[config.mk]
export PLATFORM = sky130hd
export DESIGN_NAME = shift_stage
export DESIGN_NICKNAME = d
export VERILOG_FILES = /design/src/rtl/shift_pkg.sv /design/src/rtl/shifter.sv /design/src/rtl/shift_stage.sv
export SDC_FILE = /design/constraint.sdc
export NUM_CORES = 1
export LEC_CHECK = 0
export CORE_MARGIN = 1
export CORE_UTILIZATION = 30
export DETAILED_ROUTE_END_ITERATION = 6
export PLACE_DENSITY = 0.57
export SLEW_MARGIN = 20
export SYNTH_ARGS = -nofsm -noshare
export SYNTH_HDL_FRONTEND = slang
export SYNTH_SLANG_ARGS = --single-unit
[constraint.sdc]
create_clock -name clk -period 2.7 [get_ports clk]
set_input_delay 0.81 -clock clk [delete_from_list [all_inputs] [get_ports clk]]
set_output_delay 0.81 -clock clk [all_outputs]
set_load 0.1 [all_outputs]
[src/rtl/shift_pkg.sv]
// shift_pkg: shared types and constants for shift_stage and shifter
package shift_pkg;
    localparam int DEFAULT_AMT_W = 8;
    localparam int SHIFT_W       = 32;

    typedef enum logic [1:0] {SH_LSL, SH_LSR, SH_ASR, SH_ROR} sh_type_e;

    typedef struct packed {
        logic [SHIFT_W-1:0] data;
        logic               cout;
    } shift_res_t;
endpackage

[src/rtl/shifter.sv]
// shifter: combinational LSL/LSR/ASR barrel shifter for amounts 0..WIDTH-1
//   data_i  operand
//   shamt_i shift amount (log2(WIDTH) bits)
//   type_i  SH_LSL / SH_LSR / SH_ASR (anything else shifts right logically)
//   data_o  shifted result
module shifter
    import shift_pkg::*;
#(
    parameter int WIDTH = SHIFT_W,
    localparam int SHW  = $clog2(WIDTH)
) (
    input  logic [WIDTH-1:0] data_i,
    input  logic [SHW-1:0]   shamt_i,
    input  sh_type_e         type_i,
    output logic [WIDTH-1:0] data_o
);
    logic [WIDTH-1:0] asr;

    // Kept in its own assignment so the signed context survives the mux below.
    assign asr = $signed(data_i) >>> shamt_i;

    always_comb data_o = type_i == SH_LSL ? data_i << shamt_i :
                         type_i == SH_ASR ? asr : data_i >> shamt_i;
endmodule

[src/rtl/shift_stage.sv]
// shift_stage: registered shift stage with ARM-style amount saturation, carry-out and skid buffer
//   clk, rst_n           clock, asynchronous active-low reset
//   in_valid/in_ready    input handshake; in_ready is registered (skid empty)
//   in_data, in_amt      operand and 0..2^AMT_W-1 shift amount
//   in_type              00 LSL, 01 LSR, 10 ASR, 11 ROR or pass-through
//   in_cin               carry passed through when the amount is zero
//   out_valid/out_ready  output handshake
//   out_data, out_cout   registered result and carry-out
// Macro SHIFT_STAGE_ROR_EN: when defined type 11 rotates right, otherwise it passes through.
// WIDTH must equal shift_pkg::SHIFT_W since both registers use shift_res_t.
module shift_stage
    import shift_pkg::*;
#(
    parameter int WIDTH = SHIFT_W,
    parameter int AMT_W = DEFAULT_AMT_W
) (
    input  logic             clk,
    input  logic             rst_n,
    input  logic             in_valid,
    output logic             in_ready,
    input  logic [WIDTH-1:0] in_data,
    input  logic [AMT_W-1:0] in_amt,
    input  logic [1:0]       in_type,
    input  logic             in_cin,
    output logic             out_valid,
    input  logic             out_ready,
    output logic [WIDTH-1:0] out_data,
    output logic             out_cout
);
    localparam int SHW = $clog2(WIDTH);
    localparam logic [AMT_W:0] W_AMT = (AMT_W+1)'(WIDTH);

    sh_type_e         typ;
    logic [SHW-1:0]   lo, neg_lo, dec_lo;
    logic [WIDTH-1:0] sh_data;
    logic             zero, ge_w, gt_w, msb, accept;
    shift_res_t       res, out_q, out_d, skid_q, skid_d;
    logic             out_valid_q, out_valid_d, skid_valid_q, skid_valid_d;

    assign typ    = sh_type_e'(in_type);
    assign lo     = in_amt[SHW-1:0];
    // Modulo WIDTH these give W-n and n-1; at n==WIDTH they wrap to bit 0 and bit W-1,
    // which are exactly the saturated LSL and LSR carry bits.
    assign neg_lo = -lo;
    assign dec_lo = lo - SHW'(1);
    assign zero   = in_amt == '0;
    assign ge_w   = {1'b0, in_amt} >= W_AMT;
    assign gt_w   = {1'b0, in_amt} > W_AMT;
    assign msb    = in_data[WIDTH-1];
    assign accept = in_valid && in_ready;

    shifter #(.WIDTH(WIDTH)) u_shifter (
        .data_i (in_data),
        .shamt_i(lo),
        .type_i (typ),
        .data_o (sh_data)
    );

`ifdef SHIFT_STAGE_ROR_EN
    logic [WIDTH-1:0] rot;

    // With lo==0 both terms equal in_data, giving the r=0 case for free.
    assign rot = (in_data >> lo) | (in_data << neg_lo);
`endif

    always_comb begin
        res.data = in_data;
        res.cout = in_cin;
        if (!zero) begin
            case (typ)
                SH_LSL: begin
                    res.data = ge_w ? '0 : sh_data;
                    res.cout = !gt_w && in_data[neg_lo];
                end
                SH_LSR: begin
                    res.data = ge_w ? '0 : sh_data;
                    res.cout = !gt_w && in_data[dec_lo];
                end
                SH_ASR: begin
                    res.data = ge_w ? {WIDTH{msb}} : sh_data;
                    res.cout = ge_w ? msb : in_data[dec_lo];
                end
`ifdef SHIFT_STAGE_ROR_EN
                SH_ROR: begin
                    res.data = rot;
                    res.cout = rot[WIDTH-1];
                end
`endif
                default: ;
            endcase
        end
    end

    // The skid only fills while the output stalls, and in_ready is low while it is full,
    // so a skid move and a new accept never coincide.
    always_comb begin
        out_d        = out_q;
        out_valid_d  = out_valid_q;
        skid_d       = skid_q;
        skid_valid_d = skid_valid_q;
        if (!out_valid_q || out_ready) begin
            out_valid_d = skid_valid_q || accept;
            if (skid_valid_q) begin
                out_d        = skid_q;
                skid_valid_d = 1'b0;
            end else if (accept) begin
                out_d = res;
            end
        end else if (accept) begin
            skid_d       = res;
            skid_valid_d = 1'b1;
        end
    end

    always_ff @(posedge clk or negedge rst_n) begin
        if (!rst_n) begin
            out_q        <= '0;
            out_valid_q  <= 1'b0;
            skid_q       <= '0;
            skid_valid_q <= 1'b0;
        end else begin
            out_q        <= out_d;
            out_valid_q  <= out_valid_d;
            skid_q       <= skid_d;
            skid_valid_q <= skid_valid_d;
        end
    end

    assign in_ready  = !skid_valid_q;
    assign out_valid = out_valid_q;
    assign out_data  = out_q.data;
    assign out_cout  = out_q.cout;
endmodule

==> metrics.yaml, run 1 <==
report.power.total_mw: 6.246
hp-start: "skid_q[31]"
synth_area_sq_um: 8242
outcome: "finished, final reports clean"
crit_arrival_ns: 2.87
bufAreaShareNonClock: 0.2830
logic_family: "multiplexers"
ys_cells: 973
most_common_cell: "nor2_1"
powerComb_mw: 3.36
grt-busiest-layer: "met2"
synth-edff-count: 0
comb_share: 0.5142
clk_share: 0.03144
holdPathEnd: "skid_q[31]"
route.met3.wl_mm: 3.098
ys_chip_area_sq_um: 8242
ant_nets: 0
ys.flops: 68
drive_gt1_frac: 0.4836
p_leak_nw: 5.482
peakVddDrop_mv: 0.2819
comb_cells: 783
drt-pass1-iter-count: 6
area_growth_pct: 53.53
openroad.warnings: 27
xor_share: 0.006224
avgSynthCellArea_sq_um: 8.470
n_tap_cell: 341
endpoint_kind: "flop"
highest_layer: "met4"
cts_root_buffer: "clkbuf_16"
cts.path.max_buffers: 2
grt_pass1_vias: 9503
fp.coreArea_sq_um: 26950
vias: 9745
flop_area_sq_um: 1702
use_met3: 0.04018
endpoint: "out_data[16]"
seq_share: 0.1345
fp_util: 0.3058
max_freq_ghz: 0.3762
die_y_um: 167.7
period_used_share: 0.9846
crit_path_start: "in_data[10]"
hold_ws_ns: 0.4700
clkTransAtPathRegs_ns: 0.06
vias_per_cell: 5.906
holdPathStages: 2
drv_cap: 0
synth-simple-area-share: 0.1712
[run 1: worst max-delay path: stages]
cell,delay (ns)
dlygate4sd2_1,0.24
buf_6,0.13
mux4_2,0.52
mux2_4,0.30
mux4_2,0.49
a21oi_2,0.20
or3_4,0.15
a21oi_2,0.04
[run 1: through the flow]
stage          setup slack (ns)  area [sq um]  std cells    util  setup TNS, ns
6_report                0.04169         12650       1650  0.4695              0
5_1_grt               -0.001196         12650       1650  0.4695      -0.001196
4_1_cts                0.001387         12330       1637  0.4577              0
3_5_place_dp            -0.7214         11550       1607  0.4286         -40.10
3_3_place_gp            -0.7109         11550       1607  0.4286         -38.80
2_1_floorplan           -0.5104          8417        973       -         -24.63
[run 1: flip-flops by register name, indices dropped and copies added, names as in the netlist]
name	count
out_cout	1
out_data	32
out_valid	1
skid_valid_q	1
skid_q	33
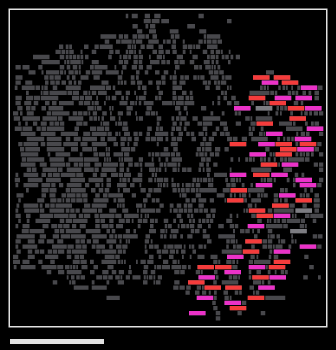
Run 1: register map, names as in the netlist
Bar = 50 um. Other sequential cells in the stronger gray, the rest of the logic in the fainter gray.
magenta -> `out_data`  # sequential cells 32
red -> `skid_q`  # sequential cells 33
not colored = 3

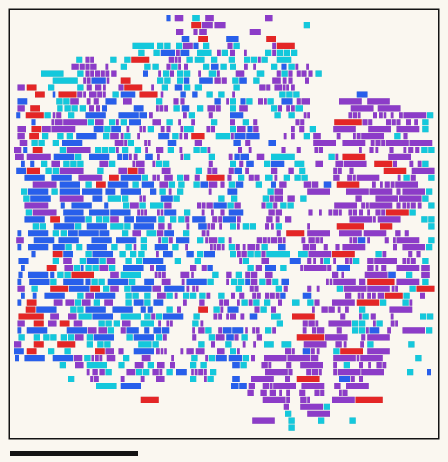
Run 1: sizing map
Bar = 50 um.
red -> x6 and larger  # cells 58
blue -> x2  # cells 196
purple -> x1 and smaller  # cells 676
cyan -> x3 and x4  # cells 379
bufs w/o clock: 433
fin worst setup slack: 0.04169 ns

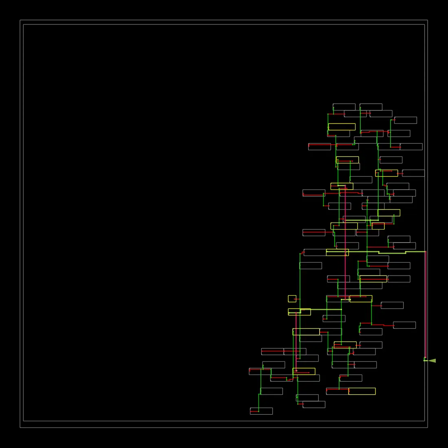
Run 1: clock nets
Power Clock: 1.55 mW
clock buffer count: 10
# clock sinks: 68
Late-Pin Clk Latency: 0.33 ns

Run 1, clock distribution:
Bar = 50 um.
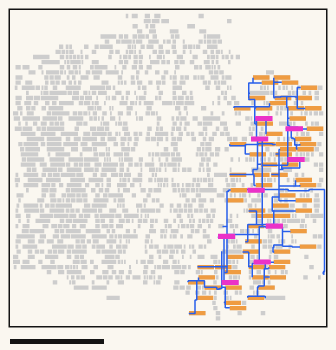

--- run 2 (diff from run 1) ---
RECOVER_POWER = 100   (was not set)
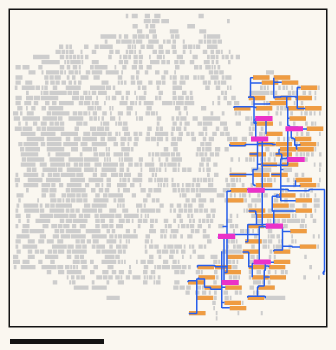
Run 2: clock distribution
Bar = 50 um.
orange -> flip-flops  # count 68
magenta -> clock-net drivers  # count 9
blue -> clock wires  # length 899 um
routed clock nets = 10

==> run 2 against run 1 <==
  * Sequential power about the same
  * Largest cell class unchanged
  * Clock power about the same
  * Non-clock buffer count unchanged
  * Worst hold slack got worse by 0.0012 ns
  * Highest routed layer unchanged
  * Register-to-register slack about the same
  * Cell count unchanged
  * Via count increased by 0.57%
==> metrics.yaml, run 2 <==
clkSinkCount: 68
tns_ns: 0
final_area_sq_um: 12450
detailedPlace.worstSlack_ns: -0.7214
logic_family: "multiplexers"
report.power.total_mw: 6.137
peakVddDrop_mv: 0.2714
hp-start: "skid_q[6]"
largest_reg_flops: 33
endpoint_kind: "flop"
clkTransAtPathRegs_ns: 0.06
layout_setup_ws_ns: 0.03688
ys_chip_area_sq_um: 8242
drt-pass1-iter-count: 5
post-route-util: 0.4618
openroad.warnings: 27
period_used_share: 0.9863
drv_cap: 0
crit_arrival_ns: 2.87
crit_path_cell_trace: "dlygate4sd2_1 > buf_6 > clkbuf_1 > mux4_2 > mux4_2 > nor3_2 > a31oi_1 > nand2_1 > o31ai_1"
route.met3.wl_mm: 3.240
outcome: "finished, final reports clean"
holdPathEnd: "skid_q[6]"
synth_area_sq_um: 8242
regMostFlops: "skid_q"
crit_top_cell: "mux4_2"
grt-busiest-layer: "met2"
placed_cells: 1607
final_cells: 1650
ys.flops: 68
highest_layer: "met4"
area_growth_pct: 51.01
cts.path.max_buffers: 2
hold_ws_ns: 0.4688
max_stage_delay_ns: 0.53
-- run 2: cell counts after synthesis --
No cell type changed its count.
-- run 2: power by group through the flow --
stage                     Combinational, mW  Clock [mW]  Sequential (mW)
after global placement                 3.10           0             1.35
after CTS                              3.22        1.57             1.34
after detailed placement               3.11           0             1.36
final                                  3.25        1.55             1.34
after global routing                   3.40        1.61             1.36
after floorplan                        1.15           0             2.09
-- run 2: area by class of cell --
type / instances / area (sq um) / share of cell area
clock inverter: 6 / 158.9 / 0.01277
inverter: 9 / 40.04 / 0.003217
tap: 341 / 426.7 / 0.03428
multi-input combinational: 783 / 6506 / 0.5228
timing repair buffer: 433 / 3373 / 0.2710
clock buffer: 10 / 239.0 / 0.01920
sequential: 68 / 1702 / 0.1367
Power and IR drop assume default switching activity.
